==> src/rtl/vga_fb_arbiter.sv <==
// Arbiter for the 40x30 framebuffer RAM port: MCU writes, MCU readback and a
// rectangle-fill engine share one read/write port with fixed priority.
module vga_fb_arbiter #(
  parameter int unsigned COLS  = 40,
  parameter int unsigned ROWS  = 30,
  parameter int unsigned COL_W = 6,
  parameter int unsigned ROW_W = 5
) (
  input  logic                   CLK,
  input  logic                   RST,
  input  logic                   WR_REQ,
  input  logic [ROW_W-1:0]       WR_ROW,
  input  logic [COL_W-1:0]       WR_COL,
  input  logic [7:0]             WR_DATA,
  output logic                   WR_ACK,
  input  logic                   RD_REQ,
  input  logic [ROW_W-1:0]       RD_ROW,
  input  logic [COL_W-1:0]       RD_COL,
  output logic                   RD_ACK,
  output logic [7:0]             RD_DATA,
  output logic                   RD_VALID,
  input  logic                   FILL_START,
  input  logic [ROW_W-1:0]       FILL_R0,
  input  logic [COL_W-1:0]       FILL_C0,
  input  logic [ROW_W-1:0]       FILL_R1,
  input  logic [COL_W-1:0]       FILL_C1,
  input  logic [7:0]             FILL_COLOR,
  output logic                   FILL_BUSY,
  output logic                   FILL_DONE,
  output logic                   FILL_ERR,
  output logic                   FB_WE,
  output logic [ROW_W+COL_W-1:0] FB_ADDR,
  output logic [7:0]             FB_WD,
  input  logic [7:0]             FB_RD
);

  localparam logic [ROW_W-1:0] ROW_LIM = ROW_W'(ROWS);
  localparam logic [COL_W-1:0] COL_LIM = COL_W'(COLS);

  typedef enum logic [1:0] {S_IDLE, S_FILL, S_DONE} state_e;

  state_e           state_q;
  logic [ROW_W-1:0] r1_q, row_q;
  logic [COL_W-1:0] c0_q, c1_q, col_q;
  logic [7:0]       color_q;
  logic [7:0]       rd_data_q;
  logic             rd_valid_q, fill_busy_q, fill_done_q, fill_err_q;

  logic wr_ok, rd_ok, fill_ok;
  logic wr_grant, rd_grant, fill_step;

  assign wr_ok   = (WR_ROW < ROW_LIM) && (WR_COL < COL_LIM);
  assign rd_ok   = (RD_ROW < ROW_LIM) && (RD_COL < COL_LIM);
  assign fill_ok = (FILL_R0 <= FILL_R1) && (FILL_C0 <= FILL_C1) &&
                   (FILL_R1 < ROW_LIM) && (FILL_C1 < COL_LIM);

  // Port grant: write > read > fill step; the fill never writes while RST is high.
  assign wr_grant  = WR_REQ;
  assign rd_grant  = RD_REQ & ~WR_REQ;
  assign fill_step = (state_q == S_FILL) & ~WR_REQ & ~RD_REQ & ~RST;

  always_comb begin
    WR_ACK  = wr_grant;
    RD_ACK  = rd_grant;
    FB_WE   = 1'b0;
    FB_ADDR = '0;
    FB_WD   = 8'h00;
    if (wr_grant) begin
      FB_WE   = wr_ok;
      FB_ADDR = {WR_ROW, WR_COL};
      FB_WD   = WR_DATA;
    end else if (rd_grant) begin
      FB_ADDR = {RD_ROW, RD_COL};
    end else if (fill_step) begin
      FB_WE   = 1'b1;
      FB_ADDR = {row_q, col_q};
      FB_WD   = color_q;
    end
  end

  // Fill FSM, cursor and registered status/readback outputs.
  always_ff @(posedge CLK) begin
    if (RST) begin
      state_q     <= S_IDLE;
      r1_q        <= '0;
      row_q       <= '0;
      c0_q        <= '0;
      c1_q        <= '0;
      col_q       <= '0;
      color_q     <= 8'h00;
      rd_data_q   <= 8'h00;
      rd_valid_q  <= 1'b0;
      fill_busy_q <= 1'b0;
      fill_done_q <= 1'b0;
      fill_err_q  <= 1'b0;
    end else begin
      rd_valid_q  <= rd_grant;
      fill_done_q <= 1'b0;
      fill_err_q  <= 1'b0;
      if (rd_grant) begin
        rd_data_q <= rd_ok ? FB_RD : 8'h00;
      end
      case (state_q)
        S_IDLE: begin
          if (FILL_START) begin
            if (fill_ok) begin
              row_q       <= FILL_R0;
              col_q       <= FILL_C0;
              r1_q        <= FILL_R1;
              c0_q        <= FILL_C0;
              c1_q        <= FILL_C1;
              color_q     <= FILL_COLOR;
              fill_busy_q <= 1'b1;
              state_q     <= S_FILL;
            end else begin
              fill_err_q <= 1'b1;
            end
          end
        end
        S_FILL: begin
          if (fill_step) begin
            if (col_q == c1_q) begin
              col_q <= c0_q;
              if (row_q == r1_q) begin
                fill_busy_q <= 1'b0;
                fill_done_q <= 1'b1;
                state_q     <= S_DONE;
              end else begin
                row_q <= row_q + ROW_W'(1);
              end
            end else begin
              col_q <= col_q + COL_W'(1);
            end
          end
        end
        S_DONE: state_q <= S_IDLE;
        default: state_q <= S_IDLE;
      endcase
    end
  end

  assign RD_DATA   = rd_data_q;
  assign RD_VALID  = rd_valid_q;
  assign FILL_BUSY = fill_busy_q;
  assign FILL_DONE = fill_done_q;
  assign FILL_ERR  = fill_err_q;

endmodule
==> config.mk <==
export PLATFORM = sky130hd
export DESIGN_NAME = vga_fb_arbiter
export DESIGN_NICKNAME = d
export VERILOG_FILES = /design/src/rtl/vga_fb_arbiter.sv
export SDC_FILE = /design/constraint.sdc
export NUM_CORES = 1
export LEC_CHECK = 0
export CAP_MARGIN = 40
export CORE_MARGIN = 2
export CORE_UTILIZATION = 45
export CTS_CLUSTER_DIAMETER = 40
export DETAILED_ROUTE_END_ITERATION = 7
export GPL_ROUTABILITY_DRIVEN = 0
export GPL_TIMING_DRIVEN = 1
export HOLD_SLACK_MARGIN = 0.1
export PLACE_DENSITY_LB_ADDON = 0.08
export SLEW_MARGIN = 20
export SYNTH_ARGS = -nofsm -noshare
export SYNTH_HDL_FRONTEND = slang
export SYNTH_SLANG_ARGS = --single-unit
==> constraint.sdc <==
create_clock -name CLK -period 4.6 [get_ports CLK]
set_clock_uncertainty 0.05 [all_clocks]
set_input_delay 0.92 -clock CLK [delete_from_list [all_inputs] [get_ports CLK]]
set_output_delay 0.92 -clock CLK [all_outputs]
set_load 0.01 [all_outputs]
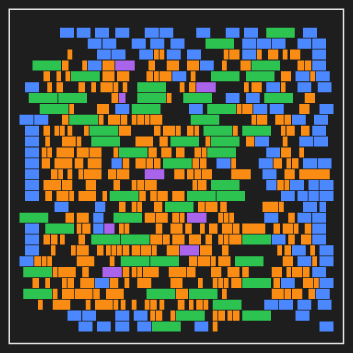
*Cell classes on the final placement*
Drawn at 4 px/um.
purple -> clock drivers and dummy loads  # cells 8
orange -> remaining logic cells  # cells 289
green -> registers  # cells 50
blue -> remaining buffers and delay cells  # cells 114
area of the core region: 5990 um^2
Site Rows: 28
flop share of the area: 0.249
Finished Core Util: 0.671

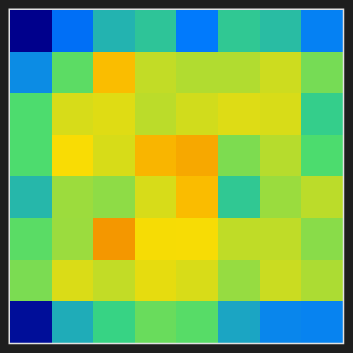
*Local utilization*
Drawn at 4 px/um. 8 x 8 tiles, from dark blue (low) to red (high), 0 to 100% covered.
tiles over 75% full = 7.8%
fullest tile = 83%
densest ninth of the die = middle
emptiest ninth of the die = top left
mean over tiles = 57%
nearly empty tiles = 1.6%
starting utilization of the core area: 0.471

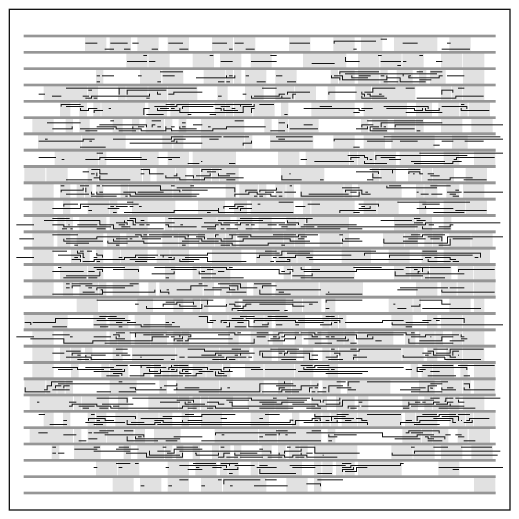
*Met1 routing*
Drawn at 6 px/um. Supply wires on this layer in gray.
longest straight run = 28.1 um
share of all routed wire = 46%
main direction = horizontal
wire length on this layer = 3720 um
nets with wire on the layer = 469

==> results.txt <==
Implementation summary

The total number of vias is 2973. The worst-path maximum fanout is 25. The worst hold path was traced through 2 stages.

The leakage dissipation is 0.00154 uW. The start of the worst register-to-register path is state_q[1]$_SDFFE_PP0P_. Warnings reported by Yosys during synthesis add up to 0.

The cell with the most instances after synthesis is sky130_fd_sc_hd__nand2_1. According to the floorplan report, the die height is 83.2 um. The library cell with the largest summed area after synthesis is sky130_fd_sc_hd__dfxtp_1.

Hold repair after CTS inserted 0 buffers. The detailed-route wire length is 8130 um. The power density over cell area is 261 nW/um^2. For this block, the initial DRC count from the detailed router was 290.

Looking at the clock tree report, the H-tree level count equals 2. By count the netlist is led by sky130_fd_sc_hd__nand2_1 (81), sky130_fd_sc_hd__dfxtp_1 (50), sky130_fd_sc_hd__a21oi_1 (31), sky130_fd_sc_hd__clkbuf_1 (20), sky130_fd_sc_hd__a22oi_1 (19). The first global-routing pass estimated 13300 um of wire.

The number of OpenROAD warnings is 26. In this run the layout overhead on the synthesized area is reported as 42.3%. The final global-route overflow total is 0.

The total of buffers placed on input and output ports is 106. The finished design was reported to have a net count of 546. Setup repair after global routing left no endpoint under its margin. The clock-pin slew of the registers on the worst-case setup and hold paths is 80 ps. The main area contributors are sky130_fd_sc_hd__dfxtp_1 (35%), sky130_fd_sc_hd__nand2_1 (11%), sky130_fd_sc_hd__ha_1 (5.8%). STA reports a reg2reg setup slack of 2500 ps. The worst-case max-slew headroom was logged as 0.443. Counting the buffers created by CTS gives 5. The number of gates resized after cts is 0.

Looking at the max-slew report, the worst-margin pin has a slew of 834 ps. The endpoint of the worst hold-timing path is color_q[1]$_SDFFE_PP0P_. The async set or reset register ratio after synthesis is 0.

The total count of max-transition violations in the final report is 0. The share of the cycle needed by the critical path after routing is 0.830. For this run, the total global-route usage over all layers was measured as 0.232. The placed wire-length estimate after detailed placement is 6190 um. The synthesized netlist cell count is 366. The iteration count of the initial detailed-routing pass is 4. The clock tree buffer depth is 2. The worst setup slack before clock tree synthesis is 805 ps. After synthesis, the netlist uses 47 different library cells. Adding up every negative setup slack in the final design gives 0 ps. The initial antenna violation count was 0. The flow ran to the end, and the final reports show no timing, DRC or antenna violations. The area taken by sequential standard cells is reported as 1000 um^2.

In this run the VDD rail shows a maximum IR drop of 156 uV. The pin count of the biggest net entering global routing is 48. The horizontal die dimension reported for this design is 83.2 um. The number of DRC violations after detailed routing is 0. Counting tap cells, the placed design contains a total of 528 instances. The number of max-capacitance violations reported is 0. The logic area is 1660 um^2. The area recorded from the Yosys report for this design is 2820 um^2. TritonCTS built the clock tree. The detailed-route vias per instance is 5.55. Before any placement, the netlist area is recorded as 2820 um^2.

In this run the remaining antenna-violating nets after routing total 0. Counting cells, the worst reg-to-reg path comes to 6. The worst path meets setup with 784 ps of slack. The root buffer cell is sky130_fd_sc_hd__clkbuf_8. The number of clock sinks came to 50. The average detailed-routed wire length per instance is 15.2 um. Yosys mapped a number of flops with a built-in enable equal to 0. The type of the worst min-delay path is reg -> reg. Of the cells placed in the final design, the portion with a size suffix greater than 1 is 0.0542. STA puts the critical path data arrival time at 2850 ps.
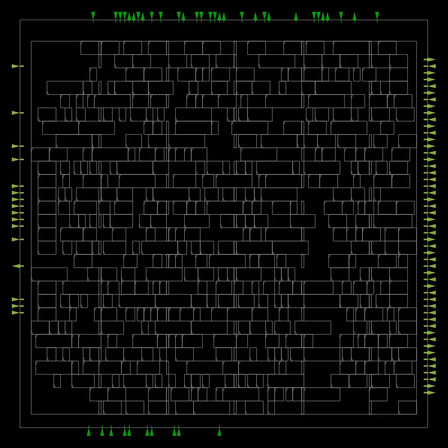
*Cell outlines without signal wires*
flip-flops: 50
inserted tap cell count: 75
Final Instance Count excl. Fillers: 536
number of fill cells in the layout: 537

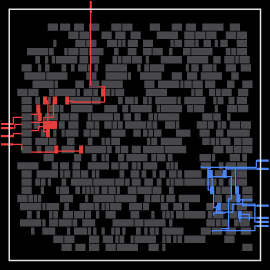
*Wires at chosen ports, followed through buffers*
Drawn at 3 px/um.
red -> FILL_R1  # direction input, end cells 10, buffers 5, wire 126 um
blue -> WR_COL  # direction input, end cells 7, buffers 6, wire 165 um

[logic make-up after synthesis]
family,count (synthesis),share of synthesized area
xor gates and xnor gates,15,0.0465
and+or+nand+nor,142,0.234
muxes,3,0.0111
AOI/OAI and AO/OA,101,0.234
adders and majority gates,13,0.0576
buffers and inverters,42,0.0620
DFF,50,0.354
[worst max path at each step]
stage                     startpoint          to  slack, ps  cells past startpoint
after global routing          RD_REQ  FB_ADDR[0]        660                      6
after global placement        WR_REQ       FB_WE        810                      5
after detailed placement      RD_REQ  FB_ADDR[0]        810                      6
after floorplan               WR_REQ  FB_ADDR[9]       1440                      5
after CTS                     RD_REQ  FB_ADDR[0]        800                      6
final                         RD_REQ  FB_ADDR[5]        780                      6
[layer usage]
metal	up-vias	track usage	wire length (um)
li1	1475	-	-
met1	1376	0.311	3720
met2	115	0.369	3710
met3	7	0.0567	625
met4	0	0.0730	78
met5	-	0	0
[area by class of cell]
cell class                 count  area share
timing repair buffer         114       0.278
clock inverter                 2     0.00311
multi-input combinational    274       0.412
inverter                      15      0.0140
clock buffer                   6      0.0205
sequential                    50       0.249
tap                           75      0.0233
[critical path: stages]
cell and delay (ps):
sky130_fd_sc_hd__clkdlybuf4s50_1 460, sky130_fd_sc_hd__nor4_4 280, sky130_fd_sc_hd__buf_4 330, sky130_fd_sc_hd__a22oi_1 100, sky130_fd_sc_hd__o21ai_0 180, sky130_fd_sc_hd__clkdlybuf4s50_1 570
[cells in the final DEF, fill, tap and decap left out, drive strengths merged, types with 2 or more instances in the layout]
cell           netlist  layout
clkbuf              20       6
nand2b               3       3
nor2                14      14
nand3               13      13
and4                 2       2
o211ai               5       5
nor3                10      10
ha                  13      13
o21a                 2       2
xor2                 5       5
inv                 15      15
nand4                4       4
and3                 3       3
mux2i                2       2
a31oi                3       3
nor2b                3       3
clkdlybuf4s50        0     105
xnor2               10      10
a21oi               32      32
a22oi               19      19
o21ai               17      17
nand2               82      82
buf                  7       9
dfxtp               50      50
a22o                 8       8
a21o                 3       3
a311oi               6       6
and2                 2       2
[metrics by stage]
stage	cell area [um^2]	power, uW	hold slack (ps)
after floorplan	2820	650	379
after global placement	3920	788	388
after detailed placement	3920	791	395
after CTS	4020	1060	407
after global routing	4020	1110	426
final	4020	1050	403
[flip-flops by register name, summed over array words and instances, names as in the netlist, 2 cells and up]
signal / cells
RD_DATA: 8
c0_q: 6
c1_q: 6
col_q: 6
color_q: 8
r1_q: 5
row_q: 5
state_q: 2
[where the power goes]
group	leakage (uW)	switching, uW	internal [uW]	total [uW]
Clock	0.0000472	145	121	266
Sequential	0.000407	26.0	458	484
Combinational	0.00109	146	155	300
Total	0.00154	317	733	1050
Power and IR drop assume default switching activity.
